File: src/rtl/inst_buffer_pkg.sv
// Shared types and helpers for the two-wide decode-to-issue instruction queue.
package inst_buffer_pkg;

  localparam int unsigned IB_DEPTH = 8;

  typedef struct packed {
    logic [31:0] pc;
    logic [31:0] instr;
  } inst_t;

  // Population count of a 2-bit valid/issue mask.
  function automatic logic [1:0] popcnt2(input logic [1:0] m);
    return {1'b0, m[0]} + {1'b0, m[1]};
  endfunction

endpackage

File: src/rtl/inst_buffer_mem.sv
// Instruction queue storage: two write ports at waddr/waddr+1, two combinational
// read ports at raddr/raddr+1; the +1 wraps because DEPTH is a power of two.
module inst_buffer_mem
  import inst_buffer_pkg::*;
#(
  parameter int unsigned DEPTH = IB_DEPTH,
  parameter int unsigned PTR_W = $clog2(DEPTH)
) (
  input  logic             clk,
  input  logic [1:0]       we,
  input  logic [PTR_W-1:0] waddr,
  input  inst_t [1:0]      wdata,
  input  logic [PTR_W-1:0] raddr,
  output inst_t [1:0]      rdata
);

  inst_t mem [DEPTH];

  logic [PTR_W-1:0] waddr1;
  logic [PTR_W-1:0] raddr1;

  assign waddr1 = waddr + PTR_W'(1);
  assign raddr1 = raddr + PTR_W'(1);

  always_ff @(posedge clk) begin
    if (we[0]) mem[waddr]  <= wdata[0];
    if (we[1]) mem[waddr1] <= wdata[1];
  end

  assign rdata[0] = mem[raddr];
  assign rdata[1] = mem[raddr1];

endmodule

File: src/rtl/inst_buffer.sv
// Two-wide in-order instruction queue between decode and issue; pointer and
// occupancy control, with storage in inst_buffer_mem.
module inst_buffer
  import inst_buffer_pkg::*;
#(
  parameter int unsigned DEPTH = IB_DEPTH,
  parameter int unsigned PTR_W = $clog2(DEPTH)
) (
  input  logic        clk,
  input  logic        rst,
  input  logic        flush_i,
  input  inst_t [1:0] inst_i,
  input  logic [1:0]  w_valid_i,
  output logic        w_ready_o,
  output inst_t [1:0] inst_o,
  output logic [1:0]  valid_o,
  input  logic [1:0]  is_i
);

  logic [PTR_W-1:0] rd_ptr;
  logic [PTR_W-1:0] wr_ptr;
  logic [PTR_W:0]   count;

  logic             push_en;
  logic [1:0]       npush;
  logic [1:0]       npop;
  logic [1:0]       we;

  // Capacity is judged on the pre-pop count, so a slot freed this cycle is not reused.
  assign w_ready_o = (count <= (PTR_W+1)'(DEPTH - 2));

  always_comb begin
    push_en = w_ready_o && (|w_valid_i) && !flush_i;
    npush   = push_en ? popcnt2(w_valid_i) : 2'd0;
    npop    = flush_i ? 2'd0 : popcnt2(is_i);
    we      = push_en ? w_valid_i : 2'b00;
  end

  always_ff @(posedge clk) begin
    if (rst || flush_i) begin
      rd_ptr <= '0;
      wr_ptr <= '0;
      count  <= '0;
    end else begin
      rd_ptr <= rd_ptr + PTR_W'(npop);
      wr_ptr <= wr_ptr + PTR_W'(npush);
      count  <= count + (PTR_W+1)'(npush) - (PTR_W+1)'(npop);
    end
  end

  always_comb begin
    if (count == '0)
      valid_o = 2'b00;
    else if (count == (PTR_W+1)'(1))
      valid_o = 2'b01;
    else
      valid_o = 2'b11;
  end

  inst_buffer_mem #(
    .DEPTH (DEPTH),
    .PTR_W (PTR_W)
  ) u_mem (
    .clk   (clk),
    .we    (we),
    .waddr (wr_ptr),
    .wdata (inst_i),
    .raddr (rd_ptr),
    .rdata (inst_o)
  );

endmodule

File: config.mk
export PLATFORM = sky130hd
export DESIGN_NAME = inst_buffer
export DESIGN_NICKNAME = d
export VERILOG_FILES = /design/src/rtl/inst_buffer_pkg.sv /design/src/rtl/inst_buffer_mem.sv /design/src/rtl/inst_buffer.sv
export SDC_FILE = /design/constraint.sdc
export NUM_CORES = 1
export LEC_CHECK = 0
export CAP_MARGIN = 20
export CORE_ASPECT_RATIO = 0.5
export CORE_MARGIN = 5
export CORE_UTILIZATION = 63
export CTS_CLUSTER_DIAMETER = 120
export DETAILED_ROUTE_END_ITERATION = 16
export GPL_TIMING_DRIVEN = 0
export HOLD_SLACK_MARGIN = 0.15
export MAX_ROUTING_LAYER = met4
export PLACE_DENSITY = 0.86
export SETUP_SLACK_MARGIN = 0.05
export SLEW_MARGIN = 20
export SYNTH_ARGS = -nofsm -noshare
export SYNTH_HDL_FRONTEND = slang
export SYNTH_SLANG_ARGS = --single-unit
File: constraint.sdc
create_clock -name clk -period 11.4 [get_ports clk]
set_input_delay 2.28 -clock clk [delete_from_list [all_inputs] [get_ports clk]]
set_output_delay 2.28 -clock clk [all_outputs]
set_load 0.02 [all_outputs]
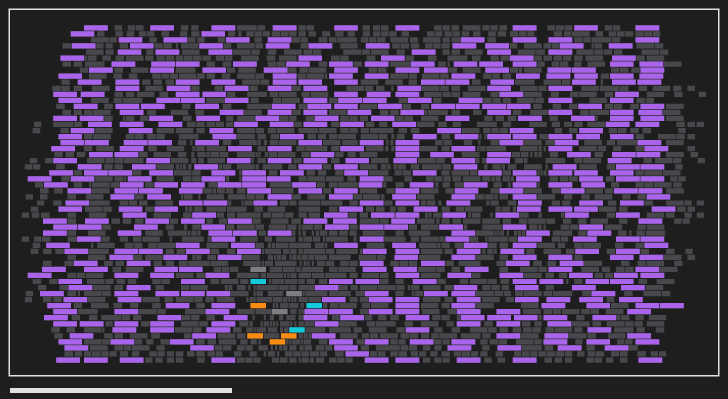
Figure 1: run 1, sequential cells colored by netlist name.
Bar = 100 um. Other sequential cells in the stronger gray, the rest of the logic in the fainter gray.
legend:
  cyan:
    netlist_name: `rd_ptr`
    flops: 3
  orange:
    netlist_name: `count`
    flops: 4
  purple:
    netlist_name: `u_mem.mem`
    flops: 512
    where: widely spread
storage element area: 15570 um^2
flop share of the area: 43.36%
Final Util: 76.39%
Sequential Power: 2170 uW

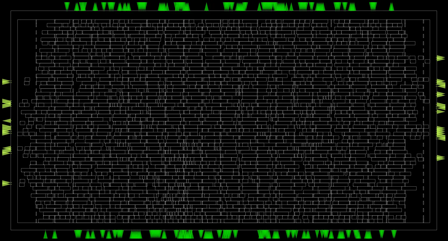
Figure 2: run 1, placement view.
Core Area: 47020 um^2
fill cell count: 2623
flop count: 522
TAP cells: 638
Cell Rows: 56

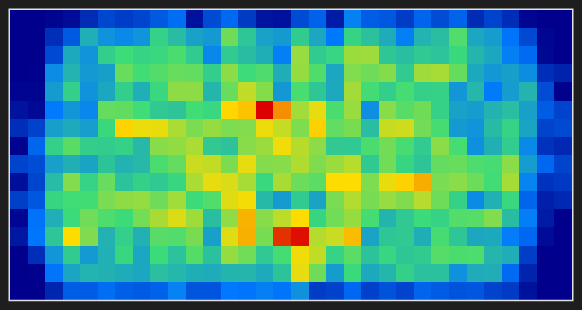
Figure 3: run 1, wiring heat map.
32 x 16 tiles, from dark blue (low) to red (high), scaled to the fullest tile. Values are wire area over tile area, all layers added.
fullest tile: 0.69
mean over tiles: 0.28
tiles over half the peak: 35%
densest ninth of the die: center
nearly empty tiles: 6.6%

==> CHANGELOG.md, run 1 <==
### Changed

- Tcrit/Tclk final: a little under three fifths
- Die Size: approximately 52000 um^2
- Peak supply drop: between 0.1 and 0.15 mV
- Fmax: 0.1573 GHz
- Detailed-route DRC error count: 0
- Largest net degree at the start of global routing: 20
- Clk slew on worst S/H paths: ~0.060 ns
- P_leak: between 0.01 and 0.015 uW
- Vias post-DR: 18960
- Port Buffers: about 270
- Crit path DRT: roughly 9.1 ns
- Setup Skew: ~0.038 ns
- Arr. time, crit path: 4.08 ns
- Gpl congestion: ~0.85
- Status: finished clean
- Hold path cells: 2
- Crit-path max cell delay: 0.79 ns
- Post-synth seq share: between 50% and 60%
- YS chip area: about 30000 um^2
- Routed Antenna Nets: 0
- Synth flops: approximately 520
- Post-synth cell types: around 42
- Crit-path max FO: 10
- Crit-path slowest cell: clkbuf_1
- DRT iter0 DRCs: approximately 2300
- Clock Latency Late Sink: 0.59 ns
- Tmin final: between 6 and 7 ns
- RSZ-0062 raised after global routing: false
- Normalized max-slew margin: 22.81%
- Hold Crit Endpoint: count[0]$_SDFF_PP0_
- H-Tree Depth: 2
- Number of max-cap violations: 0
- Avg Cell Area, Syn: 18.20 um^2
- Chip Width: ~320 um
- Final hold viol count: 0
- Yosys stat cell total: between 1500 and 2000
- Drt first pass iters: 5
- CTS max path bufs: 3
- Resized cells post-CTS: 0
[run 1: power by group]
| part | internal (uW) | total, uW | switching (uW) |
|---|---|---|---|
| combinational | 389 | 747 | 358 |
| sequential | 2160 | 2170 | 19.4 |
| clock | 845 | 1560 | 717 |
[run 1: cell type report]
class / instances / area (um^2)
multi-input cells: 986 / 13810
diodes: 11 / 27.53
inverters: 15 / 56.30
repair buffers: 299 / 3512
clock buffers: 57 / 1214
flip-flops and latches: 522 / 15570
plain buffers: 128 / 704.4
clock inverters: 27 / 220.2
fillers: 2623 / 11100
well taps: 638 / 798.3
[run 1: kinds of logic after synthesis]
logic type | count (synthesis) | share of synthesized area (%)
AND-OR/OR-AND | 10 | 0.2082
multiplexers | 897 | 43.19
AND/OR/NAND/NOR | 55 | 1.195
adder cells (fa/ha/maj) | 17 | 0.8076
buffers and inverters | 143 | 2.523
XOR/XNOR | 7 | 0.2540
flip-flops | 522 | 51.82
[run 1: layer usage]
metal	wire, um	up-vias	track usage (%)
met1	30630	9724	42.49
met2	43400	1318	55.53
li1	-	7651	-
met5	0	-	-
met4	3615	0	13.74
met3	8355	270	6.086
[run 1: cell usage after synthesis (2+ instances only)]
| library cell | n | area share (%) |
|---|---|---|
| buf_6 | 12 | 0.45 |
| a21oi_1 | 6 | 0.10 |
| mux2_1 | 63 | 2.4 |
| xor2_1 | 3 | 0.087 |
| nand3_1 | 2 | 0.033 |
| ha_1 | 13 | 0.54 |
| or3_1 | 2 | 0.042 |
| or2_2 | 2 | 0.042 |
| inv_1 | 14 | 0.17 |
| nand4b_1 | 4 | 0.12 |
| buf_4 | 14 | 0.35 |
| nand2b_1 | 2 | 0.042 |
| nor3_4 | 2 | 0.11 |
| dfxtp_1 | 10 | 0.67 |
| nand4_2 | 2 | 0.083 |
| clkbuf_1 | 35 | 0.44 |
| xnor2_1 | 2 | 0.058 |
| nor2_1 | 14 | 0.17 |
| nand2_1 | 8 | 0.10 |
| edfxtp_1 | 512 | 51 |
| nand4_1 | 2 | 0.042 |
| mux4_2 | 256 | 19 |
| mux2_2 | 577 | 22 |
| nor3_1 | 3 | 0.050 |
| buf_1 | 4 | 0.050 |
| fa_1 | 4 | 0.27 |
| nor4_4 | 2 | 0.14 |
| buf_2 | 63 | 1.0 |
| and2_1 | 5 | 0.10 |
[run 1: through the flow]
stage | worst slack, ns | cells | hold WS [ns] | instance area, um^2 | utilization [%]
6_report | 5.044 | 2683 | 0.6380 | 35920 | 76.39
5_1_grt | 4.970 | 2683 | 0.6634 | 35920 | 76.39
3_3_place_gp | -0.1905 | 2554 | 0.5997 | 33510 | 71.27
2_1_floorplan | 4.355 | 1651 | 0.5652 | 30060 | -
3_5_place_dp | 5.345 | 2588 | 0.6327 | 34450 | 73.28
4_1_cts | 5.080 | 2672 | 0.6368 | 35890 | 76.33
[run 1: flip-flops by register name, indices dropped and copies added, names as in the netlist]
| signal | cells |
|---|---|
| count | 4 |
| rd_ptr | 3 |
| u_mem.mem | 512 |
| wr_ptr | 3 |
[run 1: worst max-delay path: cells and delay by family, from the launching register on]
kind,cells,cell delay (ns)
mux,2,0.91
flops,1,0.40
buf+inv,3,1.89
fa+ha+maj,1,0.32
Figure 4. Cell sizes after repair (run 1).
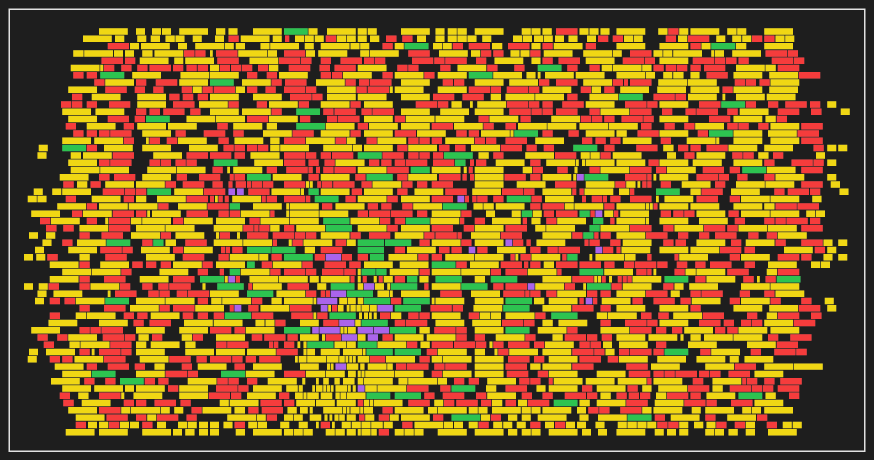

==> inputs of run 2 (changes only) <==
--- a/config.mk
+++ b/config.mk
@@ -8,13 +8,13 @@
 export CAP_MARGIN = 20
 export CORE_ASPECT_RATIO = 0.5
 export CORE_MARGIN = 5
-export CORE_UTILIZATION = 63
+export CORE_UTILIZATION = 53
 export CTS_CLUSTER_DIAMETER = 120
 export DETAILED_ROUTE_END_ITERATION = 16
 export GPL_TIMING_DRIVEN = 0
 export HOLD_SLACK_MARGIN = 0.15
 export MAX_ROUTING_LAYER = met4
-export PLACE_DENSITY = 0.86
+export PLACE_DENSITY = 0.77
 export SETUP_SLACK_MARGIN = 0.05
 export SLEW_MARGIN = 20
 export SYNTH_ARGS = -nofsm -noshare
==> constraint.sdc (replaced) <==
create_clock -name clk -period 5.7 [get_ports clk]
set_input_delay 1.14 -clock clk [delete_from_list [all_inputs] [get_ports clk]]
set_output_delay 1.14 -clock clk [all_outputs]
set_load 0.02 [all_outputs]
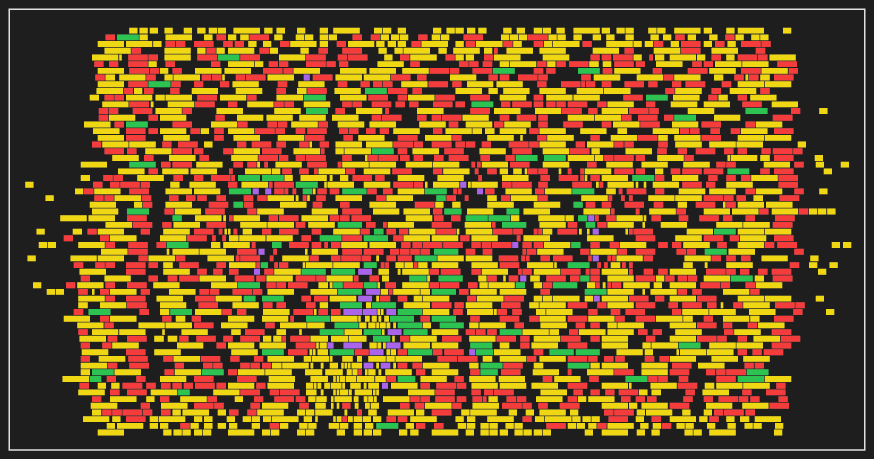
Figure 5: run 2, cell sizes after repair.
legend:
  purple:
    size: x3 and x4
    cells: 28
    share: 1.4%
  green:
    size: x6 and larger
    cells: 105
    share: 5.1%
  yellow:
    size: x1 and smaller
    cells: 994
    share: 49%
  red:
    size: x2
    cells: 916
    share: 45%
final instance area: 36170 um^2
final worst slack: 0.3802 ns
bufs w/o clock: 429
Area Growth Syn to Fin: 20.34%

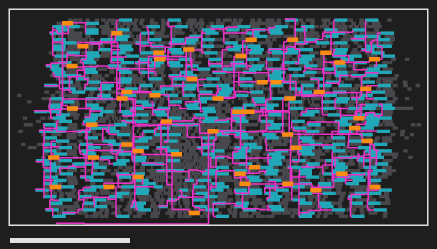
Figure 6: run 2, clock wires, drivers and flops.
Bar = 100 um.
legend:
  magenta:
    item: clock wires
    length: 6710 um
  orange:
    item: clock-net drivers
    count: 50
  cyan:
    item: flip-flops
    count: 522
flops lie: widely spread
routed clock nets: 51
Setup Skew: 0.01795 ns
Clock power frac: 35.8%
clk pwr: 3260 uW
Clock Latency Late Sink: 0.59 ns

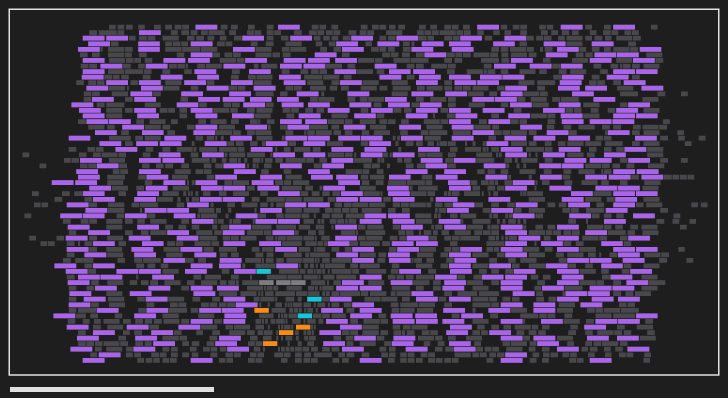
Figure 7: run 2, sequential cells colored by netlist name.
Bar = 100 um. Other sequential cells in the stronger gray, the rest of the logic in the fainter gray.
legend:
  purple:
    netlist_name: `u_mem.mem`
    flops: 512
    where: widely spread
  orange:
    netlist_name: `count`
    flops: 4
  cyan:
    netlist_name: `rd_ptr`
    flops: 3
not colored: 3

==> run 2 against run 1 <==
  * Sequential cell count stayed put
  * Sequential power is 100% higher
  * Via count is 3.1% lower
  * Setup slack worse by 4.7 ns
  * Clock power is 110% higher
  * Wire length is 0.30% higher
  * Total power is 100% higher
  * Combinational power is 98% higher
  * Largest cell class unchanged
  * Largest power group unchanged
==> CHANGELOG.md, run 2 <==
### Changed

- Status: finished clean
- Largest net degree at the start of global routing: 20 (unchanged)
- MI comb area: 13810 um^2 (unchanged)
- Crit-path max FO: 10 (unchanged)
- Crit-path max cell delay: 0.76 ns (-0.03 ns)
- Chip Width: 346.8 um (+8.7%)
- Clk slew on worst S/H paths: 0.06 ns (about the same)
- Final Non-Filler Cells: 2802 (+4.4%)
- Buf/Inv on CP: 5 (+2)
- Cell Rows: 61 (+8.9%)
- Crit path DRT: 4.56 ns (-4.56 ns)
- Tcrit/Tclk final: just over 90%
- Routed Antenna Nets: 0 (unchanged)
- Synth top area cells: edfxtp_1 (51%), mux2_2 (22%), mux4_2 (19%), mux2_1 (2.4%), buf_2 (1.0%)
- H-Tree Depth: 2 (unchanged)
- Final Util: 64.74% (-12 points)
- Crit-path slowest cell: clkbuf_1
- CP top delay family: buffers and inverters
- Yosys stat cell total: 1651 (unchanged)
- Max FFs per register: 512 (unchanged)
- Post-synth seq share: 51.82% (unchanged)
- RSZ-0062 raised after global routing: false
- Core Area: 55870 um^2 (+19%)
- Area leader, netlist: edfxtp_1
- Most flops, register: u_mem.mem
- Place WS: 0.8975 ns (-4.448 ns)
- Die Size: 61860 um^2 (+18%)
- Vias post-DR: 18380 (-3.1%)
- Area share of the leading cell type in the synthesized netlist: 51.15% (unchanged)
- Fmax: 0.1880 GHz
- P_leak: 0.01150 uW (+0.48%)
-- run 2: cell types whose count changed in the layout (fill, tap and decap cells not counted), sizes merged --
cell      change
diode         -8
bufinv        -2
buf           +2
clkinvlp      +2
clkbuf        +7
-- run 2: worst reg2reg max path: stages, from the launching register on --
cell and delay (ns):
dfxtp_1 0.56, ha_1 0.36, xor2_2 0.29, nand2_2 0.16, or3_1 0.40, a21oi_4 0.52
buf_16 0.24, buf_16 0.18, buf_16 0.16
-- run 2: cell type report --
class	count	share of cell area, %
inverters	15	0.1557
repair buffers	301	9.780
plain buffers	128	1.948
multi-input cells	986	38.18
clock inverters	27	0.4912
well taps	756	2.615
flip-flops and latches	522	43.06
clock buffers	64	3.747
diodes	3	0.02076
-- run 2: worst paths after layout --
path	from	endpoint	slack, ns	cells past startpoint
setup / recovery	rd_ptr[0]$_SDFF_PP0_	inst_o[113]	0.38	7
hold / removal	count[0]$_SDFF_PP0_	count[0]$_SDFF_PP0_	0.61	2
setup reg to reg	wr_ptr[1]$_SDFF_PP0_	u_mem.mem[7][36]$_DFFE_PP_	2.54	8
hold reg to reg	count[0]$_SDFF_PP0_	count[0]$_SDFF_PP0_	0.61	2
-- run 2: metrics by stage --
| stage | hold WS (ns) | TNS, ns | area (um^2) |
|---|---|---|---|
| global route | 0.6516 | 0 | 36170 |
| floorplan | 0.5652 | -65.51 | 30060 |
| finish | 0.6140 | 0 | 36170 |
| CTS | 0.6211 | 0 | 36160 |
| global placement | 0.5961 | -2307.91 | 33650 |
| detailed placement | 0.6101 | 0 | 34630 |
-- run 2: logic make-up after synthesis --
family          synth area share (%)
simple gates                   1.195
buf+inv                        2.523
xor+xnor                      0.2540
flops                          51.82
compound gates                0.2082
mux                            43.19
fa+ha+maj                     0.8076
-- run 2: metal layers --
| layer | track usage, % | routed length [um] | up-vias | part of all wire [%] |
|---|---|---|---|---|
| li1 | - | - | 7629 | - |
| met3 | 4.124 | 6409 | 172 | 7.4 |
| met2 | 48.14 | 44550 | 912 | 52 |
| met5 | - | 0 | - | 0 |
| met4 | 9.006 | 2590 | 0 | 3.0 |
| met1 | 35.93 | 32720 | 9662 | 38 |
-- run 2: report_power, final --
group | internal, uW | switching, uW | total [uW] | leakage, uW
Clock | 1760 | 1490 | 3260 | 0.000751
Sequential | 4310 | 37.6 | 4350 | 0.00471
Combinational | 772 | 707 | 1480 | 0.00603
Figure 8. Placement view (run 2).
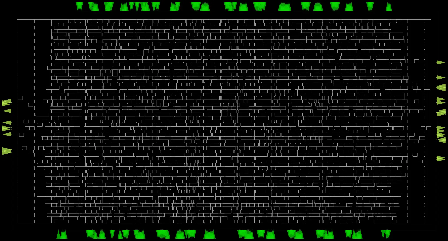

==> inputs of run 3 (changes only) <==
--- a/config.mk
+++ b/config.mk
@@ -7,7 +7,7 @@
 export LEC_CHECK = 0
 export CAP_MARGIN = 20
 export CORE_ASPECT_RATIO = 0.5
-export CORE_MARGIN = 5
+export CORE_MARGIN = 3
 export CORE_UTILIZATION = 53
 export CTS_CLUSTER_DIAMETER = 120
 export DETAILED_ROUTE_END_ITERATION = 16
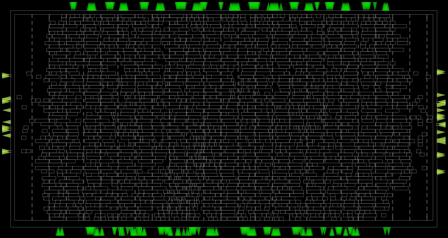
Figure 9: run 3, placement view.
Final Util: 64.90%
TAP cells: 756
Core Area: 55790 um^2
flop share of the area: 43.02%
fill cell count: 3832

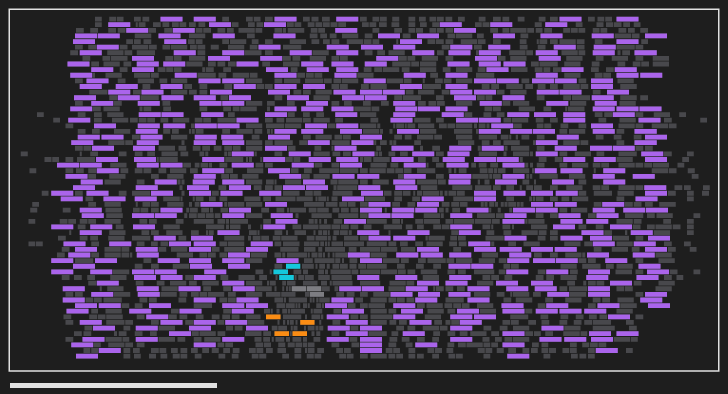
Figure 10: run 3, sequential cells colored by netlist name.
Bar = 100 um. Other sequential cells in the stronger gray, the rest of the logic in the fainter gray.
legend:
  purple:
    netlist_name: `u_mem.mem`
    flops: 512
    where: widely spread
  orange:
    netlist_name: `count`
    flops: 4
    where: bottom center
  cyan:
    netlist_name: `rd_ptr`
    flops: 3
not colored: 3

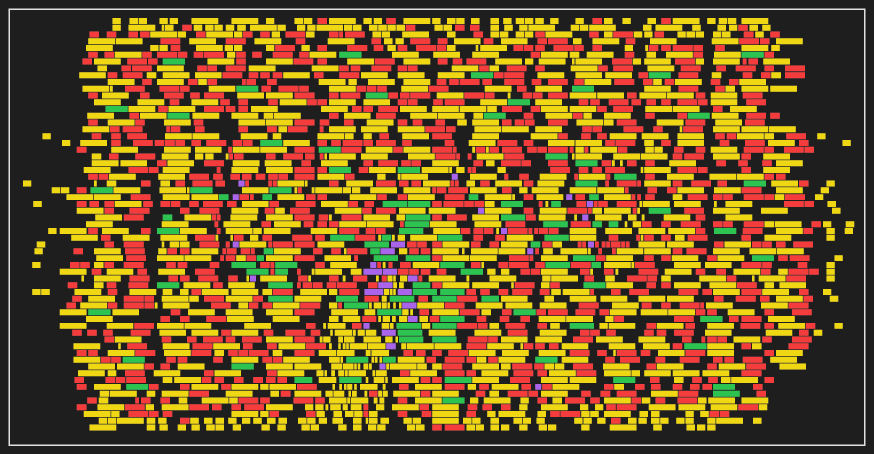
Figure 11: run 3, cell sizes after repair.
legend:
  red:
    size: x2
    cells: 915
    share: 45%
  yellow:
    size: x1 and smaller
    cells: 1000
    share: 49%
  purple:
    size: x3 and x4
    cells: 28
    share: 1.4%
  green:
    size: x6 and larger
    cells: 102
    share: 5.0%
final worst slack: 0.4488 ns
final instance area: 36210 um^2
Area Growth Syn to Fin: 20.46%

==> run 3 against run 2 <==
  * Clock skew up 0.017 ns
  * Total power down 0.61%
  * Sequential power about the same
  * Die size down 3.4%
  * Largest cell class unchanged
  * Clock power down 2%
  * Sequential cell count unchanged
  * Worst hold slack worse by 0.0030 ns
  * Core utilization up 0.16 points
  * Clock-buffer cell count down 3
  * Wire length down 2.3%
==> CHANGELOG.md, run 3 <==
### Changed

- Adders+Majority by Area: 0.8076% (unchanged)
- Yosys stat cell total: 1651 (unchanged)
- Area share of the leading cell type in the synthesized netlist: 51.15% (unchanged)
- WL met3: 6.591 mm (+2.8%)
- Mux area share: 43.19% (unchanged)
- Fin Setup TNS: 0 ns (unchanged)
- Tcrit/Tclk final: 92.13% (-1.2 points)
- Status: finished clean
- Clock Latency Late Sink: 0.59 ns (about the same)
- Crit-path max FO: 10 (unchanged)
- Max FFs per register: 512 (unchanged)
- Synth Area in Simple Gates: 1.195% (unchanged)
- Top sig layer: met4
- Chip Width: 342.8 um (-1.2%)
- Fmax: 0.1904 GHz (+1.3%)
- P_leak: 0.01150 uW (about the same)
- Vias post-DR: 18250 (-0.68%)
- Routed Antenna Nets: 0 (unchanged)
- Synth top area cells: edfxtp_1 (51%), mux2_2 (22%), mux4_2 (19%), mux2_1 (2.4%), buf_2 (1.0%)
- RSZ-0062 raised after global routing: false
- H-Tree Depth: 2 (unchanged)
- Aoi share: 0.2081% (unchanged)
- Buf/Inv on CP: 5 (unchanged)
- Crit-path slowest cell: clkbuf_1
- Setup Skew: 0.03484 ns (+0.01689 ns)
- Die Size: 59780 um^2 (-3.4%)
- Cell Rows: 61 (unchanged)
- Area leader, netlist: edfxtp_1
- Final Non-Filler Cells: 2812 (+0.36%)
- Post-synth seq share: 51.82% (unchanged)
- Met1 wire length: 31.76 mm (-2.9%)
- Largest net degree at the start of global routing: 20 (unchanged)
- Crit-path max cell delay: 0.65 ns (-0.11 ns)
run 3: cells by family after synthesis:
kind of cell / after synthesis
XOR/XNOR: 7
AND-OR/OR-AND: 10
buffers and inverters: 143
multiplexers: 897
AND/OR/NAND/NOR: 55
flip-flops: 522
adder cells (fa/ha/maj): 17
run 3: area by class of cell:
class / count / area share (%)
clock buffers: 61 / 3.628
well taps: 756 / 2.612
repair buffers: 302 / 9.907
clock inverters: 31 / 0.5253
plain buffers: 128 / 1.939
flip-flops and latches: 522 / 43.02
inverters: 15 / 0.1555
multi-input cells: 986 / 38.14
diodes: 11 / 0.07602
run 3: power by group:
part | leakage [uW] | internal [uW] | switching [uW] | total, uW
sequential | 0.00471 | 4310 | 36.0 | 4350
combinational | 0.00605 | 777 | 702 | 1480
clock | 0.000739 | 1730 | 1480 | 3200
run 3: tightest hold or removal path, stage by stage, from the launching register on:
cell	delay, ns
dfxtp_1	0.34
ha_1	0.13
and2_1	0.10
run 3: stage by stage:
stage                     hold WS (ns)  setup WS (ns)
after floorplan                 0.5652        -0.2047
after global placement          0.5988         -4.996
after detailed placement        0.6021         0.8616
after CTS                       0.6115         0.4884
after global routing            0.6412         0.3387
final                           0.6110         0.4488
run 3: metal layers:
layer	GRT usage (%)	vias up
met1	36.81	9524
met2	47.43	904
met4	10.31	0
met3	4.817	184
li1	-	7638
met5	-	-
run 3: path summary, 6_finish.rpt:
check	from	to	slack, ns	cells after the start
min reg2reg	count[0]$_SDFF_PP0_	count[0]$_SDFF_PP0_	0.61	2
max reg2reg	wr_ptr[0]$_SDFF_PP0_	u_mem.mem[7][24]$_DFFE_PP_	2.48	8
max	rd_ptr[0]$_SDFF_PP0_	inst_o[71]	0.45	7
min	count[0]$_SDFF_PP0_	count[0]$_SDFF_PP0_	0.61	2
Power figures rest on the tool's default switching activity, not on a simulated workload.
